**config.mk**
```make
export PLATFORM = sky130hd
export DESIGN_NAME = ucsbece154b_branch_resolve
export DESIGN_NICKNAME = d
export VERILOG_FILES = /design/src/rtl/ucsbece154b_branch_resolve_pkg.sv /design/src/rtl/ucsbece154b_pred_pipereg.sv /design/src/rtl/ucsbece154b_branch_resolve.sv
export SDC_FILE = /design/constraint.sdc
export NUM_CORES = 1
export LEC_CHECK = 0
export ABC_AREA = 1
export ABC_CLOCK_PERIOD_IN_PS = 4000
export CAP_MARGIN = 10
export CORE_ASPECT_RATIO = 0.8
export CORE_MARGIN = 10
export CORE_UTILIZATION = 45
export DETAILED_ROUTE_END_ITERATION = 16
export GPL_TIMING_DRIVEN = 0
export PLACE_DENSITY = 0.83
export SYNTH_ARGS = -nofsm -noshare
export SYNTH_HDL_FRONTEND = slang
export SYNTH_HIERARCHICAL = 1
export SYNTH_SLANG_ARGS = --single-unit
```
**constraint.sdc**
```tcl
create_clock -name clk -period 4 [get_ports clk]
set_input_delay 1.2 -clock clk [delete_from_list [all_inputs] [get_ports clk]]
set_output_delay 1.2 -clock clk [all_outputs]
set_load 0.02 [all_outputs]
```
**src/rtl/ucsbece154b_branch_resolve_pkg.sv**
```systemverilog
// Shared control-flow definitions for the predictor and the resolve stage.
// It holds the opcode constants, the BTB entry field offsets and the
// control-flow classification helper.
package ucsbece154b_branch_resolve_pkg;

    // RV32I opcodes that change control flow
    localparam logic [6:0] instr_branch_op = 7'b1100011;
    localparam logic [6:0] instr_jal_op    = 7'b1101111;
    localparam logic [6:0] instr_jalr_op   = 7'b1100111;

    // BTB entry packing {B, J, tag[31:0], target[31:0]}; the predictor uses the same layout
    localparam int BTB_ENTRY_W = 66;
    localparam int BTB_B_BIT   = 65;
    localparam int BTB_J_BIT   = 64;
    localparam int BTB_TAG_MSB = 63;
    localparam int BTB_TAG_LSB = 32;
    localparam int BTB_TGT_MSB = 31;
    localparam int BTB_TGT_LSB = 0;

    typedef enum logic [1:0] {
        CF_NONE   = 2'd0,
        CF_BRANCH = 2'd1,
        CF_JUMP   = 2'd2
    } cf_kind_e;

    // Map an opcode to its kind of control flow: conditional branch, unconditional jump, or none
    function automatic cf_kind_e classify(input logic [6:0] op);
        if (op == instr_branch_op)
            return CF_BRANCH;
        else if (op == instr_jal_op || op == instr_jalr_op)
            return CF_JUMP;
        else
            return CF_NONE;
    endfunction

endpackage

```
**src/rtl/ucsbece154b_pred_pipereg.sv**
```systemverilog
// Pipeline register for prediction metadata. It has a valid bit and supports
// stall and flush. Priority order: reset, then flush, then stall, then load.
module ucsbece154b_pred_pipereg #(
    parameter int WIDTH = 1
) (
    input  logic             clk,
    input  logic             reset_i,
    input  logic             stall_i,
    input  logic             flush_i,
    input  logic             valid_i,
    input  logic [WIDTH-1:0] data_i,
    output logic             valid_o,
    output logic [WIDTH-1:0] data_o
);

    // Valid bit: reset or flush inserts a bubble, stall holds, otherwise load
    always_ff @(posedge clk) begin
        // NOTE: sequential state uses non-blocking assignments so all registers update together at the edge.
        if (reset_i || flush_i)
            valid_o <= 1'b0;
        else if (!stall_i)
            valid_o <= valid_i;
    end

    // Payload: follows the load path only
    always_ff @(posedge clk) begin
        // NOTE: the payload is not reset on purpose. valid_o qualifies it, so a stale value is never acted on.
        if (!stall_i)
            data_o <= data_i;
    end

endmodule

```
**src/rtl/ucsbece154b_branch_resolve.sv**
```systemverilog
// Execute-stage branch resolution. It carries the fetch-time prediction through
// Decode to Execute and compares it with the real outcome. From that it drives
// the BTB and PHT updates, the GHR clear, the redirect, and the statistics counters.
module ucsbece154b_branch_resolve
    import ucsbece154b_branch_resolve_pkg::*;
#(
    parameter int NUM_BTB_ENTRIES = 32,
    parameter int NUM_GHR_BITS    = 5,
    parameter int CNT_WIDTH       = 32
) (
    input  logic                               clk,
    input  logic                               reset_i,
    input  logic [31:0]                        pcF_i,
    input  logic                               BranchTakenF_i,
    input  logic [31:0]                        BTBtargetF_i,
    input  logic [NUM_GHR_BITS-1:0]            PHTreadaddressF_i,
    input  logic                               StallD_i,
    input  logic                               FlushD_i,
    input  logic                               FlushE_i,
    input  logic [6:0]                         opE_i,
    input  logic                               BranchCondE_i,
    input  logic [31:0]                        PCTargetE_i,
    output logic                               BTB_we_o,
    output logic [$clog2(NUM_BTB_ENTRIES)-1:0] BTBwriteaddress_o,
    output logic [BTB_ENTRY_W-1:0]             BTBwritedata_o,
    output logic                               PHTwe_o,
    output logic [NUM_GHR_BITS-1:0]            PHTwriteaddress_o,
    output logic                               PHTincrement_o,
    output logic                               GHRreset_o,
    output logic                               MispredictE_o,
    output logic [31:0]                        PCRedirectE_o,
    output logic [CNT_WIDTH-1:0]               BranchCount_o,
    output logic [CNT_WIDTH-1:0]               MispredictCount_o
);

    localparam int IW = $clog2(NUM_BTB_ENTRIES);

    typedef struct packed {
        logic [31:0]             pc;
        logic                    pred_taken;
        logic [31:0]             pred_target;
        logic [NUM_GHR_BITS-1:0] pht_addr;
    } meta_t;

    meta_t    meta_f, meta_d, meta_e;
    logic     valid_d, valid_e;
    cf_kind_e kind_e;
    logic     is_b, is_j, act, actual_taken, mispredict;
    logic [31:0] tag_e, pc_plus4_e;

    assign meta_f = '{pc: pcF_i, pred_taken: BranchTakenF_i,
                      pred_target: BTBtargetF_i, pht_addr: PHTreadaddressF_i};

    ucsbece154b_pred_pipereg #(.WIDTH($bits(meta_t))) u_pipe_d (
        .clk     (clk),
        .reset_i (reset_i),
        .stall_i (StallD_i),
        .flush_i (FlushD_i),
        .valid_i (1'b1),
        .data_i  (meta_f),
        .valid_o (valid_d),
        .data_o  (meta_d)
    );

    ucsbece154b_pred_pipereg #(.WIDTH($bits(meta_t))) u_pipe_e (
        .clk     (clk),
        .reset_i (reset_i),
        .stall_i (1'b0),
        .flush_i (FlushE_i),
        .valid_i (valid_d),
        .data_i  (meta_d),
        .valid_o (valid_e),
        .data_o  (meta_e)
    );

    assign kind_e       = classify(opE_i);
    assign is_b         = (kind_e == CF_BRANCH);
    assign is_j         = (kind_e == CF_JUMP);
    assign act          = valid_e & (is_b | is_j);
    assign actual_taken = is_j | (is_b & BranchCondE_i);
    assign pc_plus4_e   = meta_e.pc + 32'd4;
    assign tag_e        = 32'(meta_e.pc >> (IW + 2));

    // The predictor is being reset in the same cycle, so no update is sent to it then
    assign mispredict = ~reset_i & act &
                        ((meta_e.pred_taken != actual_taken) |
                         (actual_taken & (meta_e.pred_target != PCTargetE_i)));

    assign MispredictE_o     = mispredict;
    assign GHRreset_o        = mispredict;
    assign PCRedirectE_o     = actual_taken ? PCTargetE_i : pc_plus4_e;

    assign BTB_we_o          = mispredict & actual_taken;
    assign BTBwriteaddress_o = meta_e.pc[IW+1:2];

    assign PHTwe_o           = ~reset_i & valid_e & is_b;
    assign PHTwriteaddress_o = meta_e.pht_addr;
    assign PHTincrement_o    = actual_taken;

    // Assemble the BTB entry using the shared field offsets
    always_comb begin
        // NOTE: assign a default first so every bit is written on every path; otherwise a latch is inferred.
        BTBwritedata_o = '0;
        BTBwritedata_o[BTB_B_BIT]                 = is_b;
        BTBwritedata_o[BTB_J_BIT]                 = is_j;
        BTBwritedata_o[BTB_TAG_MSB:BTB_TAG_LSB]   = tag_e;
        BTBwritedata_o[BTB_TGT_MSB:BTB_TGT_LSB]   = PCTargetE_i;
    end

    // Saturating count of resolved control-flow instructions
    always_ff @(posedge clk) begin
        if (reset_i)
            BranchCount_o <= '0;
        else if (act && (BranchCount_o != '1))
            BranchCount_o <= BranchCount_o + CNT_WIDTH'(1);
    end

    // Saturating count of mispredictions
    always_ff @(posedge clk) begin
        if (reset_i)
            MispredictCount_o <= '0;
        else if (mispredict && (MispredictCount_o != '1))
            MispredictCount_o <= MispredictCount_o + CNT_WIDTH'(1);
    end

endmodule
```
==> run_results.csv, run 1 <==
group,metric,value,unit
drt,viasPerCell,5.06,
logic_synthesis,yosys.area_share.aoi,0.0360,
power_and_ir_drop,powerComb,0.567,mW
placement,dpl.hpwl,26800,um
cells_and_area,area_dominant_class,"flip-flops and latches",
power_and_ir_drop,seqPwrFrac,0.468,
worst_hold_path,min-delay-start,"u_pipe_d/data_o[8]$_DFFE_PN_",
cells_and_area,logic_area,4090,um^2
cells_and_area,final-nonclk-buf-share,0.223,
logic_synthesis,syn_avg_cell_area,8.22,um^2
logic_synthesis,xor_area_frac,0.0342,
cells_and_area,comb_cells,829,
clock_network,cts_buffers,22,
die,chipArea,30500,um^2
worst_setup_path,critPathLaunch,"opE_i[3]",
drt,firstDrtPassIters,5,
cells_and_area,clk_share,0.0527,
run_status,status,"complete, no violations",
logic_synthesis,simple_gate_share,0.292,
worst_setup_path,timing.rr.end,"MispredictCount_o[25]$_SDFFE_PP0P_",
die,taps,312,
worst_hold_path,worstHoldEndpoint,"u_pipe_e/data_o[8]$_DFFE_PN_",
worst_setup_path,path_cells,"clkdlybuf4s50_1 > nor2_2 > nand3_4 > nand2_4 > nand2_8 > clkinv_8 > buf_8 > o21ai_0 > buf_4",
power_and_ir_drop,combPwrFrac,0.108,
die,die_width,193,um
worst_setup_path,cpPeakStageDelay,490,ps
worst_setup_path,reg2reg_from,"u_pipe_e/data_o[15]$_DFFE_PN_",
clock_network,cts_resized,268,
cells_and_area,layout_top_cell,"nand2_1",
logic_synthesis,ys_types,40,
drt,top_layer,"met5",
cells_and_area,flops,206,
power_and_ir_drop,p_clk,2.23,mW
power_and_ir_drop,internal_power,4.04,mW
worst_setup_path,endpoint_kind,"output port",
worst_setup_path,worstPathMaxFanout,10,
power_and_ir_drop,seq_power,2.46,mW
cells_and_area,fin_nets,1749,
timing,fmax,253,MHz
power_and_ir_drop,clkPwrFrac,0.424,
clock_network,htreeDepth,1,
clock_network,clkSinkCount,206,
clock_network,clock_tree.root_cell,"clkbuf_16",
placement,portBuffers,284,
worst_hold_path,holdPathStages,0,
logic_synthesis,netlist_area,10700,um^2
logic_synthesis,top_cell,"nand2_1",
worst_hold_path,worstHoldPathType,"reg2reg",
logic_synthesis,synth_stat.cells,1308,
power_and_ir_drop,p_leak,6.18,nW
cells_and_area,drive_gt1_frac,0.135,
cells_and_area,n_all_buffers,364,
logic_synthesis,synth_cells,1308,
worst_setup_path,rrSetupSlack,1750,ps
global_routing,met1_usage,0.298,
clock_network,insertion_delay,510,ps
drt,wl_per_cell,18.2,um
timing,min_period,3950,ps
global_routing,grt_overflow,0,
worst_setup_path,ff2ff_path_depth,14,
worst_setup_path,cp.required,2800,ps
logic_synthesis,yosys_most_used_dff,"edfxtp_1",
worst_setup_path,worstSetupPathDepth,9,
die,fp_util,0.458,
global_routing,busiest_layer,"met2",
global_routing,antenna_found_initial,5,
timing,skew,9.03,ps
power_and_ir_drop,netSwitchingFraction,0.234,
timing,rsz0062_at_grt,"yes",
logic_synthesis,synthArstFlopShare,0,
logic_synthesis,ys_seq_frac,0.514,
timing,period_used_share,0.988,
drt,dr_total_vias,9936,
clock_network,cts_tree,"done",
clock_network,ctsHoldBuffers,0,
logic_synthesis,ys_warn_count,6,
worst_setup_path,crit_arrival,2750,ps
cells_and_area,clkbuf_count,27,
timing,max_slew.worst_pin.slew,958,ps
cells_and_area,lay_top_cells,"nand2_1, clkdlybuf4s50_1, inv_1",
timing,setup_viol,0,
worst_setup_path,crit_slowest_cell,"clkdlybuf4s50_1",
logic_synthesis,synth.area.top_cells,"edfxtp_1, nand2_1, dfxtp_1, inv_1, nor2_1",
cells_and_area,comb_share,0.274,
logic_synthesis,yosysTopAreaCell,"edfxtp_1",
drt,met3_length,3270,um
logic_synthesis,ys_sh_adder,0.00349,
timing,relSlewSlack,0.362,
logic_synthesis,synth_top_area_share,0.391,
cells_and_area,nFillCells,1946,
drt,postRouteAntennaNets,0,
clock_network,clockBufferDepth,3,
cells_and_area,inverters,208,
worst_setup_path,path_buffers,4,
worst_setup_path,worstSetupPathType,"in2out",
global_routing,grt_pass1_vias,9581,
logic_synthesis,ys_top_cells_by_count,"nand2_1, inv_1, nor2_1, edfxtp_1, dfxtp_1",
timing,worst_hold_slack,418,ps
worst_setup_path,path_delay_family,"buffers and inverters",
power_and_ir_drop,p_sw,1.23,mW
logic_synthesis,numSynthFlops,206,
cells_and_area,seq_area,5530,um^2
drt,drcViolationCount,0,
worst_setup_path,endpoint,"PCRedirectE_o[5]",
global_routing,grt_util_met2,0.368,
die,top_level_ports,292,
cells_and_area,diodes,4,
power_and_ir_drop,powerDensity,353,nW/um^2
timing,slew_violations,0,
drt,first_iter_violations,781,
global_routing,grtUsageTotal,0.227,
run,warning_count,27,
global_routing,grt_max_degree,71,
logic_synthesis,logic_family,"simple AND/OR/NAND/NOR gates",
global_routing,grt_use_met3,0.0506,
==> run 1: state kept, by name (all words and copies together) (netlist names) <==
name and flops:
MispredictCount_o 32, u_pipe_d/valid_o 1, u_pipe_d/data_o 70, u_pipe_e/data_o 70
u_pipe_e/valid_o 1, BranchCount_o 32
==> run 1: per-stage QoR <==
| stage | worst slack (ps) | setup TNS (ps) | instances | total power, mW | instance area, um^2 |
|---|---|---|---|---|---|
| after floorplan | 252 | 0 | 1317 | 2.75 | 10800 |
| after global placement | -1130 | -41790 | 1913 | 3.06 | 14000 |
| after detailed placement | -1150 | -33780 | 1913 | 3.08 | 14000 |
| after CTS | 18.8 | 0 | 1956 | 5.28 | 14800 |
| after global routing | -15.1 | -16.2 | 1962 | 5.43 | 14900 |
| final | 48.8 | 0 | 1963 | 5.27 | 14900 |
==> run_1/floorplan.png <==
Bar = 50 um. Pins as bars on the die edge. Tap cells in gray.
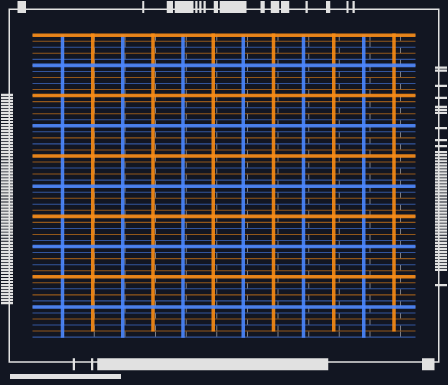
Orange stands for VDD. Blue stands for VSS.
292 signal pins sit on the boundary. 12 straps on met4. 51 met1 rails follow the rows.
Worst VDD drop: 0.469 mV
Core Region: 23500 um^2
height of the die: 158 um

==> run_1/class_map.png <==
Bar = 50 um.
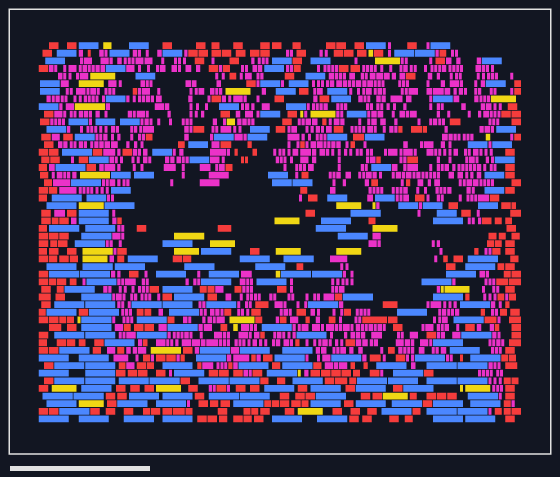
Red stands for remaining buffers and delay cells, cells 364, share of their area 23%. Magenta stands for remaining logic cells, cells 1037, share of their area 34%. Blue stands for sequential cells, cells 206, share of their area 38%. Yellow stands for clock drivers and dummy loads, cells 40, share of their area 5.4%.
Rows: 50
post-layout util: 0.636
sequential share of cell area: 0.370
cell area after layout: 14900 um^2

==> run_1/clock_wires.png <==
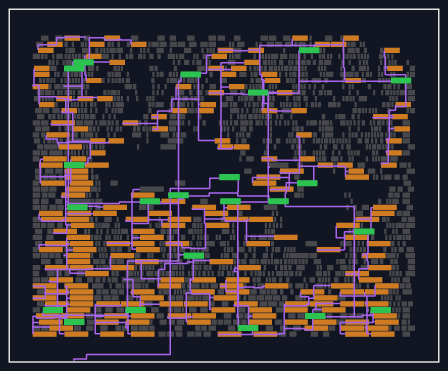
Orange stands for flip-flops, count 206. Green stands for clock-net drivers, count 22. Purple stands for clock wires, length 2780 um.
There are 23 routed clock nets.

==> inputs of run 2 (changes only) <==
- CORE_ASPECT_RATIO: 0.8 -> 0.5
- MAX_ROUTING_LAYER: not set -> met4
==> run_2/placed.png <==
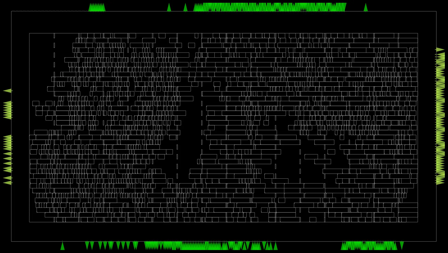
fill count: 1942
Rows: 39
post-layout util: 0.644
tap cells: 307
Core Region: 23100 um^2

==> run 2 against run 1 <==
Effect of this change:
- the run now ends with setup timing left
- fmax decreased by 1.5%
- critical path depth unchanged
- sequential share of layout area increased by 0.072 points
- sequential cell count unchanged
- worst setup slack got worse by 59 ps
- clock-buffer cell count decreased by 3
- register-to-register slack improved by 190 ps
- hold slack got worse by 18 ps
- clock skew increased by 10 ps
- core utilization increased by 0.78 points
- global-route usage decreased by 1.4 points
- final area decreased by 0.19%
- largest power group unchanged
==> run_results.csv, run 2 <==
group,metric,value,unit
die,chipArea,30800,um^2
logic_synthesis,netlist_area,10700,um^2
global_routing,grt_pass1_vias,9076,
cells_and_area,fin_area,14900,um^2
worst_hold_path,worstHoldEndpoint,"u_pipe_e/data_o[15]$_DFFE_PN_",
placement,place_area,14000,um^2
cells_and_area,drive_gt1_frac,0.138,
power_and_ir_drop,p_clk,1.95,mW
die,die_width,239,um
cells_and_area,lay_top_cells,"nand2_1, clkdlybuf4s50_1, inv_1",
logic_synthesis,numSynthFlops,206,
cells_and_area,flops,206,
worst_setup_path,endpoint_kind,"output port",
placement,dp.cells,1908,
cells_and_area,reg.largest.list,"u_pipe_d/data_o x70, u_pipe_e/data_o x70",
drt,dr_total_vias,9649,
cells_and_area,inverters,208,
power_and_ir_drop,combPwrFrac,0.113,
logic_synthesis,yosys_most_used_dff,"edfxtp_1",
worst_setup_path,worstSetupPathType,"in2out",
worst_setup_path,critPathLaunch,"opE_i[3]",
timing,min_period,4010,ps
logic_synthesis,synthArstFlopShare,0,
placement,portBuffers,284,
worst_setup_path,cpPeakStageDelay,470,ps
timing,setup_viol,1,
global_routing,antenna_found_initial,3,
worst_hold_path,holdPathStages,0,
timing,slew_violations,0,
die,fp_util,0.465,
clock_network,ctsHoldBuffers,0,
timing,max_slew.worst_pin.slew,955,ps
cells_and_area,final-nonclk-buf-share,0.229,
logic_synthesis,synth_top_area_share,0.391,
logic_synthesis,synth.area.top_cells,"edfxtp_1, nand2_1, dfxtp_1, inv_1, nor2_1",
timing,fmax,249,MHz
logic_synthesis,synth_stat.cells,1308,
timing,period_used_share,1.00,
clock_network,insertion_delay,510,ps
worst_setup_path,rrSetupSlack,1940,ps
cells_and_area,area_dominant_class,"flip-flops and latches",
worst_hold_path,min-delay-start,"u_pipe_d/data_o[15]$_DFFE_PN_",
run,warning_count,27,
timing,tns,-10.0,ps
run_status,violations,"setup timing",
cells_and_area,seq_area,5530,um^2
global_routing,grt_overflow,0,
drt,postRouteAntennaNets,0,
clock_network,clkSinkCount,206,
drt,wl_per_cell,17.1,um
power_and_ir_drop,clkPwrFrac,0.392,
clock_network,cts_buffers,21,
drt,drcViolationCount,0,
power_and_ir_drop,seq_power,2.46,mW
run_status,status,"complete, but fails checks",
worst_setup_path,path_buffers,4,
worst_setup_path,reg2reg_from,"MispredictCount_o[0]$_SDFFE_PP0P_",
cells_and_area,diodes,3,
cells_and_area,layout_top_cell,"nand2_1",
worst_hold_path,worstHoldPathType,"reg2reg",
cells_and_area,comb_share,0.276,
worst_setup_path,path_delay_family,"buffers and inverters",
power_and_ir_drop,ir_worst_vdd,0.358,mV
power_and_ir_drop,p_total,4.98,mW
power_and_ir_drop,netSwitchingFraction,0.244,
cells_and_area,n_all_buffers,369,
global_routing,grt_max_degree,71,
power_and_ir_drop,powerDensity,334,nW/um^2
power_and_ir_drop,p_sw,1.21,mW
cells_and_area,clk_share,0.0446,
logic_synthesis,syn_avg_cell_area,8.22,um^2
logic_synthesis,synth_cells,1308,
power_and_ir_drop,powerComb,0.560,mW
worst_setup_path,ff2ff_path_depth,12,
cells_and_area,logic_area,4110,um^2
clock_network,cts_tree,"done",
worst_setup_path,path_cells,"clkdlybuf4s50_1 > nor2_2 > nand3_4 > nand2_4 > nand2_8 > inv_8 > bufbuf_16 > o21ai_0 > buf_4",
worst_setup_path,cp.required,2800,ps
logic_synthesis,ys_types,40,
timing,worst_hold_slack,400,ps
timing,rsz0062_at_grt,"yes",
global_routing,grtUsageTotal,0.213,
cells_and_area,fin_nets,1753,
drt,first_iter_violations,660,
worst_setup_path,crit_arrival,2810,ps
timing,fin_ws,-10.0,ps
die,die-height,129,um
placement,dpl.hpwl,25400,um
drt,viasPerCell,4.92,
worst_setup_path,worstSetupPathDepth,9,
logic_synthesis,ys_warn_count,6,
timing,relSlewSlack,0.363,
worst_setup_path,endpoint,"PCRedirectE_o[4]",
cells_and_area,seq_share,0.371,
logic_synthesis,top_cell,"nand2_1",
[run 2: cell counts after synthesis]
Identical to the previous run, type by type.
[run 2: timing repair]
action                     in CTS  in global routing
setup endpoints to repair      37                 19
setup buffers                   8                  4
pin swaps                      18                  8
cloned                          2                  0
resized                       260                 25
[run 2: cell families after synthesis]
kind of cell    after synthesis  share of synthesized area
simple gates                702                      0.292
buf+inv                     282                      0.120
flops                       206                      0.514
compound gates               71                     0.0360
xor+xnor                     42                     0.0342
fa+ha+maj                     3                    0.00349
other cells                   2                   0.000699
[run 2: per-layer routing]
layer  up-vias  routed length [um]  global-route usage
li1       4796                   -                   -
met1      4445               13300               0.245
met2       352               17200               0.376
met3        56                2160              0.0394
met4         0                 850              0.0625
met5         -                   0                   -
==> inputs of run 3 (changes only) <==
- ABC_CLOCK_PERIOD_IN_PS: 4000 -> 3900
- clock period: 4 -> 3.9 ns (I/O delays scaled with it)
==> run_3/clock_wires.png <==
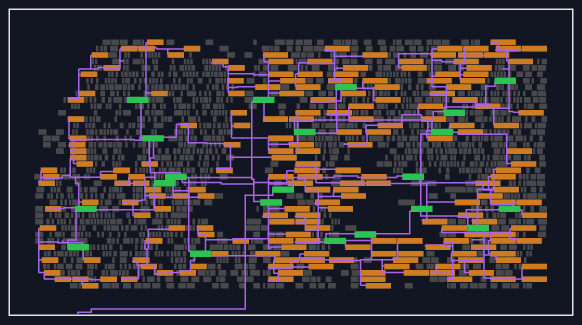
Orange stands for flip-flops, count 206. Green stands for clock-net drivers, count 21. Purple stands for clock wires, length 2780 um.
There are 22 routed clock nets. Position of the flops: spread over the die.

==> run 3 against run 2 <==
Effect of this change:
- non-clock buffer count did not move
- the flow now finishes without violations
- sequential cell count did not move
- largest cell class unchanged
- first-iteration DRC count rose by 3.9%
==> run_results.csv, run 3 <==
group,metric,value,unit
logic_synthesis,mux_area_frac,0,
drt,met2WireLength,17200,um
cells_and_area,n_all_buffers,369,
cells_and_area,drive_gt1_frac,0.138,
cells_and_area,final-nonclk-buf-share,0.228,
power_and_ir_drop,powerDensity,343,nW/um^2
die,top_level_ports,292,
timing,slew_violations,0,
drt,drcViolationCount,0,
power_and_ir_drop,p_leak,6.15,nW
cells_and_area,lay_top_cells,"nand2_1, clkdlybuf4s50_1, inv_1",
worst_hold_path,holdPathStages,0,
power_and_ir_drop,p_total,5.10,mW
cells_and_area,fin_nets,1753,
logic_synthesis,top_cell,"nand2_1",
drt,wl_per_cell,17.1,um
logic_synthesis,yosys_most_used_dff,"edfxtp_1",
timing,tns,0,ps
clock_network,cts_buffers,21,
drt,firstDrtPassIters,5,
clock_network,insertion_delay,510,ps
timing,period_used_share,0.982,
cells_and_area,logic_area,4120,um^2
worst_hold_path,min-delay-start,"u_pipe_d/data_o[15]$_DFFE_PN_",
timing,fmax,261,MHz
run_status,status,"complete, no violations",
cells_and_area,nFillCells,1947,
logic_synthesis,yosysTopAreaCell,"edfxtp_1",
placement,dpl.hpwl,25400,um
global_routing,grt_util_met2,0.377,
logic_synthesis,simple_gate_share,0.292,
global_routing,grt_max_degree,71,
worst_setup_path,path_delay_family,"buffers and inverters",
worst_setup_path,path_cells,"dlygate4sd2_1 > nor2_2 > nand3_4 > nand2_4 > nand2_8 > inv_8 > bufbuf_16 > nand2_1 > nand2_1 > buf_4",
cells_and_area,finish.utilization,0.643,
logic_synthesis,numSynthFlops,206,
placement,dp.cells,1908,
drt,met3_length,2070,um
logic_synthesis,xor_area_frac,0.0342,
logic_synthesis,ys_warn_count,6,
logic_synthesis,synthArstFlopShare,0,
cells_and_area,layout_top_cell,"nand2_1",
die,chipArea,30800,um^2
drt,wl_met1,13400,um
worst_setup_path,path_buffers,4,
cells_and_area,flops,206,
clock_network,clock_tree.root_cell,"clkbuf_16",
clock_network,ctsHoldBuffers,0,
worst_hold_path,worstHoldPathType,"reg2reg",
clock_network,cts_tree,"done",
cells_and_area,seq_area,5530,um^2
global_routing,grt_overflow,0,
drt,postRouteAntennaNets,0,
global_routing,grt_pass1_vias,9075,
worst_setup_path,cp.required,2730,ps
cells_and_area,diodes,3,
worst_setup_path,crit_arrival,2660,ps
worst_setup_path,endpoint_kind,"output port",
drt,viasPerCell,4.90,
placement,pre_cts_slack,-1270,ps
cells_and_area,clkbuf_count,24,
logic_synthesis,ys_seq_frac,0.514,
cells_and_area,comb_share,0.277,
worst_hold_path,worstHoldEndpoint,"u_pipe_e/data_o[15]$_DFFE_PN_",
clock_network,cts_resized,272,
worst_setup_path,cpPeakStageDelay,290,ps
drt,dr_total_vias,9612,
logic_synthesis,ys_types,40,
drt,top_layer,"met4",
cells_and_area,clk_share,0.0447,
clock_network,clockBufferDepth,3,
placement,portBuffers,284,
logic_synthesis,ys_top_cells_by_count,"nand2_1, inv_1, nor2_1, edfxtp_1, dfxtp_1",
cells_and_area,comb_cells,829,
timing,worst_hold_slack,401,ps
worst_setup_path,worstSetupPathType,"in2out",
logic_synthesis,yosys.area_share.aoi,0.0360,
cells_and_area,area_dominant_class,"flip-flops and latches",
logic_synthesis,synth_stat.cells,1308,
timing,setup_viol,0,
clock_network,htreeDepth,1,
logic_synthesis,syn_avg_cell_area,8.22,um^2
drt,first_iter_violations,686,
power_and_ir_drop,ir_worst_vdd,0.367,mV
worst_setup_path,ff2ff_path_depth,12,
cells_and_area,seq_share,0.371,
die,taps,307,
logic_synthesis,synth_cells,1308,
logic_synthesis,synth_top_area_share,0.391,
-- run 3: netlist changes by cell type in the layout (fill, tap and decap cells not counted), sizes merged --
| cell | previous run | this run |
|---|---|---|
| dlygate4sd2 | 27 | 34 |
| dlymetal6s2s | 13 | 8 |
| clkdlybuf4s50 | 209 | 207 |
-- run 3: power breakdown --
part / internal [mW] / leakage, nW / switching (mW)
Clock: 1.13 / 0.322 / 0.873
Combinational: 0.265 / 3.93 / 0.307
Sequential: 2.46 / 1.90 / 0.0639
Total: 3.86 / 6.15 / 1.24
Power and IR drop assume default switching activity.
